--- config.mk ---
export PLATFORM = sky130hd
export DESIGN_NAME = mac_mul_sign_restorer
export DESIGN_NICKNAME = d
export VERILOG_FILES = /design/src/rtl/mac_mul_sign_restorer_pkg.sv /design/src/rtl/mac_seg_negate.sv /design/src/rtl/mac_mul_sign_restorer.sv
export SDC_FILE = /design/constraint.sdc
export NUM_CORES = 1
export LEC_CHECK = 0
export CORE_MARGIN = 2
export CORE_UTILIZATION = 51
export CTS_CLUSTER_SIZE = 40
export DETAILED_ROUTE_END_ITERATION = 10
export PLACE_DENSITY = 0.93
export SLEW_MARGIN = 10
export SYNTH_ARGS = -nofsm -noshare
export SYNTH_HDL_FRONTEND = slang
export SYNTH_SLANG_ARGS = --single-unit
--- constraint.sdc ---
create_clock -name clk -period 7.6 [get_ports clk]
set_input_delay 2.28 -clock clk [delete_from_list [all_inputs] [get_ports clk]]
set_output_delay 2.28 -clock clk [all_outputs]
set_load 0.01 [all_outputs]
--- src/rtl/mac_mul_sign_restorer_pkg.sv ---
// Shared constants and helpers for the MAC sign restorer.
// Holds the cfg field layout, the mode encodings, the bus widths, and the
// mapping from the four per-byte negative flags onto the four 16-bit
// negation segments.
package mac_mul_sign_restorer_pkg;

  localparam int MAC_CONF_WIDTH     = 4;
  localparam int MAC_MIN_WIDTH      = 8;
  localparam int MAC_MULT_WIDTH     = 2 * MAC_MIN_WIDTH;
  localparam int MAC_PROD_WIDTH     = 4 * MAC_MULT_WIDTH;
  localparam int MAC_CFG_SIGNED_BIT = 3;

  localparam logic [1:0] MAC_CFG_MODE_SINGLE = 2'b00;
  localparam logic [1:0] MAC_CFG_MODE_DUAL   = 2'b01;
  localparam logic [1:0] MAC_CFG_MODE_QUAD   = 2'b10;

  typedef enum logic [1:0] {
    LANE_SINGLE,
    LANE_DUAL,
    LANE_QUAD
  } lane_mode_e;

  // The unused encoding 2'b11 behaves as single mode.
  function automatic lane_mode_e decode_mode(input logic [1:0] mode);
    lane_mode_e m;
    case (mode)
      MAC_CFG_MODE_DUAL:   m = LANE_DUAL;
      MAC_CFG_MODE_QUAD:   m = LANE_QUAD;
      MAC_CFG_MODE_SINGLE: m = LANE_SINGLE;
      default:             m = LANE_SINGLE;
    endcase
    return m;
  endfunction

  // Per-segment negate enables. A wide lane takes the flag of its most
  // significant byte position, so every segment of that lane sees the same bit.
  function automatic logic [3:0] seg_neg_map(input lane_mode_e mode,
                                             input logic       sgn,
                                             input logic [3:0] flags);
    logic [3:0] m;
    case (mode)
      LANE_DUAL: m = {flags[3], flags[3], flags[1], flags[1]};
      LANE_QUAD: m = {4{flags[3]}};
      default:   m = flags;
    endcase
    return m & {4{sgn}};
  endfunction

endpackage

--- src/rtl/mac_seg_negate.sv ---
// One 16-bit segment of the segmented two's-complement negator.
// Ports:
//   x    - magnitude segment
//   cin  - carry into the ~x adder (1 at a lane's low segment)
//   neg  - select the negated value instead of x
//   y    - segment result
//   cout - carry out of ~x + cin, chained to the next segment of a wide lane
module mac_seg_negate
  import mac_mul_sign_restorer_pkg::*;
(
  input  logic [MAC_MULT_WIDTH-1:0] x,
  input  logic                      cin,
  input  logic                      neg,
  output logic [MAC_MULT_WIDTH-1:0] y,
  output logic                      cout
);

  logic [MAC_MULT_WIDTH:0] sum;

  assign sum  = {1'b0, ~x} + {{MAC_MULT_WIDTH{1'b0}}, cin};
  assign y    = neg ? sum[MAC_MULT_WIDTH-1:0] : x;
  assign cout = sum[MAC_MULT_WIDTH];

endmodule

--- src/rtl/mac_mul_sign_restorer.sv ---
// Re-applies the product sign after the unsigned magnitude multiplier.
// Stage 1 registers the magnitude bus, the per-segment negate vector and cfg;
// stage 2 registers the conditionally negated result.
// Ports:
//   clk, rst          - clock, synchronous active-high reset
//   en                - global enable; 0 freezes every register
//   cfg               - [3] signed, [2] mac/mul (passed through), [1:0] mode
//   in_valid/in_ready - input handshake for P_in, C*_neg, cfg
//   P_in              - lane-packed unsigned magnitude products
//   C0_neg..C3_neg    - per-byte negative-result flags
//   out_valid/out_ready - output handshake
//   R_out, cfg_out    - two's-complement lane results and aligned cfg
module mac_mul_sign_restorer
  import mac_mul_sign_restorer_pkg::*;
(
  input  logic                      clk,
  input  logic                      rst,
  input  logic                      en,
  input  logic [MAC_CONF_WIDTH-1:0] cfg,
  input  logic                      in_valid,
  output logic                      in_ready,
  input  logic [MAC_PROD_WIDTH-1:0] P_in,
  input  logic                      C0_neg,
  input  logic                      C1_neg,
  input  logic                      C2_neg,
  input  logic                      C3_neg,
  output logic                      out_valid,
  input  logic                      out_ready,
  output logic [MAC_PROD_WIDTH-1:0] R_out,
  output logic [MAC_CONF_WIDTH-1:0] cfg_out
);

  localparam int W = MAC_MULT_WIDTH;

  logic                      s1_valid;
  logic [MAC_PROD_WIDTH-1:0] s1_p;
  logic [3:0]                s1_neg;
  logic [MAC_CONF_WIDTH-1:0] s1_cfg;

  logic                      s2_valid;
  logic [MAC_PROD_WIDTH-1:0] s2_r;
  logic [MAC_CONF_WIDTH-1:0] s2_cfg;

  logic s2_adv;
  logic in_fire;
  logic out_fire;
  logic [3:0] in_neg;

  // Handshake: stage 2 frees up when empty or being drained this cycle.
  assign s2_adv   = en & s1_valid & (~s2_valid | out_ready);
  assign in_ready = ~s1_valid | s2_adv;
  assign in_fire  = en & in_valid & in_ready;
  assign out_fire = en & s2_valid & out_ready;

  assign in_neg = seg_neg_map(decode_mode(cfg[1:0]), cfg[MAC_CFG_SIGNED_BIT],
                              {C3_neg, C2_neg, C1_neg, C0_neg});

  // Segmented carry chain: a carry only crosses a segment boundary that lies
  // inside a lane (1->2 only in quad; 0->1 and 2->3 in dual and quad).
  lane_mode_e s1_mode;
  logic       cin1, cin2, cin3;
  logic       cout0, cout1, cout2;
  logic       seg3_cout_unused;  // carry out of the top of the 64-bit bus
  logic [MAC_PROD_WIDTH-1:0] neg_result;

  assign s1_mode = decode_mode(s1_cfg[1:0]);
  assign cin1    = (s1_mode == LANE_SINGLE) ? 1'b1 : cout0;
  assign cin2    = (s1_mode == LANE_QUAD)   ? cout1 : 1'b1;
  assign cin3    = (s1_mode == LANE_SINGLE) ? 1'b1 : cout2;

  mac_seg_negate u_seg0 (
    .x(s1_p[W-1:0]),     .cin(1'b1), .neg(s1_neg[0]),
    .y(neg_result[W-1:0]),     .cout(cout0)
  );
  mac_seg_negate u_seg1 (
    .x(s1_p[2*W-1:W]),   .cin(cin1), .neg(s1_neg[1]),
    .y(neg_result[2*W-1:W]),   .cout(cout1)
  );
  mac_seg_negate u_seg2 (
    .x(s1_p[3*W-1:2*W]), .cin(cin2), .neg(s1_neg[2]),
    .y(neg_result[3*W-1:2*W]), .cout(cout2)
  );
  mac_seg_negate u_seg3 (
    .x(s1_p[4*W-1:3*W]), .cin(cin3), .neg(s1_neg[3]),
    .y(neg_result[4*W-1:3*W]), .cout(seg3_cout_unused)
  );

  // NOTE: sequential state uses non-blocking assignments so every flop samples
  // the pre-edge values of the others, independent of block ordering.
  always_ff @(posedge clk) begin
    if (rst) begin
      // NOTE: data registers are cleared as well as the valids, so R_out and
      // cfg_out read as zero after reset rather than holding stale lanes.
      s1_valid <= 1'b0;
      s1_p     <= '0;
      s1_neg   <= '0;
      s1_cfg   <= '0;
    end else if (in_fire) begin
      s1_valid <= 1'b1;
      s1_p     <= P_in;
      s1_neg   <= in_neg;
      s1_cfg   <= cfg;
    end else if (s2_adv) begin
      s1_valid <= 1'b0;
    end
  end

  always_ff @(posedge clk) begin
    if (rst) begin
      s2_valid <= 1'b0;
      s2_r     <= '0;
      s2_cfg   <= '0;
    end else if (s2_adv) begin
      s2_valid <= 1'b1;
      s2_r     <= neg_result;
      s2_cfg   <= s1_cfg;
    end else if (out_fire) begin
      s2_valid <= 1'b0;
    end
  end

  assign out_valid = s2_valid;
  assign R_out     = s2_r;
  assign cfg_out   = s2_cfg;

endmodule

==> metrics.yaml <==
status: "finished, final reports clean"
synthTopLogicFamily: "simple AND/OR/NAND/NOR gates"
inverters_excl_clock: 21
synthCells: 809
worstPathRequired_ps: 7920
htree_levels: 4
n_tap_cell: 172
synthAoiAreaFrac: 0.211
hpwl_mm: 11.5
ys_types: 56
ff_count: 142
yosysWarnings: 0
synth_chip_area_um2: 6660
whs_ps: 454
seqPwrFrac: 0.406
yosys_cells: 809
power.switching_mw: 0.481
grt_pass1_vias: 5773
grt_pass1_wl_mm: 28.0
root_buffer: "clkbuf_16"
cp-startpoint: "s1_p[1]"
grt-ovfl-total: 0
num-multi-input-gates: 578
dpl-instance-area_um2: 8140
finalNonFillerCells: 1099
ys_sh_mux: 0.0182
final-clk-cell-share: 0.0757
design_area_um2: 8800
min_period_ps: 6760
ys_sh_xor: 0.0553
postCtsHoldBufs: 0
tightest_slew_ps: 861
top_area_frac: 0.427
fillers: 979
grt_max_degree: 83
largest_area_cell: "dfxtp_1"
finalWorstSetupSlack_ps: 837
synth_nets: 897
hold_path.class: "reg -> reg"
dp_cells: 1067
areaGrowthSynthToFinish_pct: 32.3
critical_path_class: "reg -> reg"
finalSetupViolCount: 0
worst_r2r_startpoint: "s1_p[1]"
power_density_nw_per_um2: 227
seq_area_frac: 0.323
ctsResizeCount: 0
ios: 147
[metal layers]
metal / vias to the layer above / wire, um / GRT usage / part of all wire
met5: - / 0 / 0 / 0
met4: 0 / 335 / 0.0956 / 0.019
met3: 36 / 1200 / 0.0627 / 0.069
met2: 235 / 8290 / 0.409 / 0.48
met1: 2886 / 7450 / 0.304 / 0.43
li1: 3064 / - / - / -
[critical path: cells and delay by family, from the launching register on]
kind | cells | cell delay [ps]
buf+inv | 1 | 70
fa+ha+maj | 7 | 1360
flops | 1 | 340
compound gates | 4 | 1080
simple gates | 9 | 3700
xor+xnor | 1 | 130
[state kept, by name (all words and copies together), names as in the netlist]
register	flops
R_out	64
cfg_out	4
out_valid	1
s1_cfg	4
s1_neg	4
s1_p	64
s1_valid	1
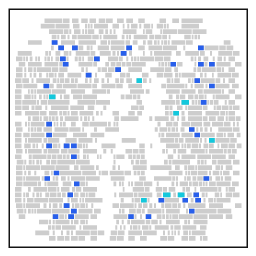
Fig. 1. Selected gate families.
Drawn at 2 px/um.
color	family	cells
blue	xor and xnor cells	42
cyan	non-inverting ao/oa cells	8

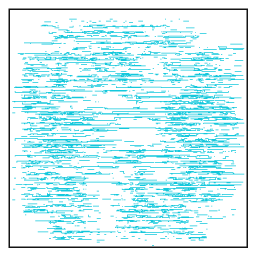
Fig. 2. The metal 1 layer.
Drawn at 2 px/um.
main direction	horizontal
wire length on this layer	7450 um

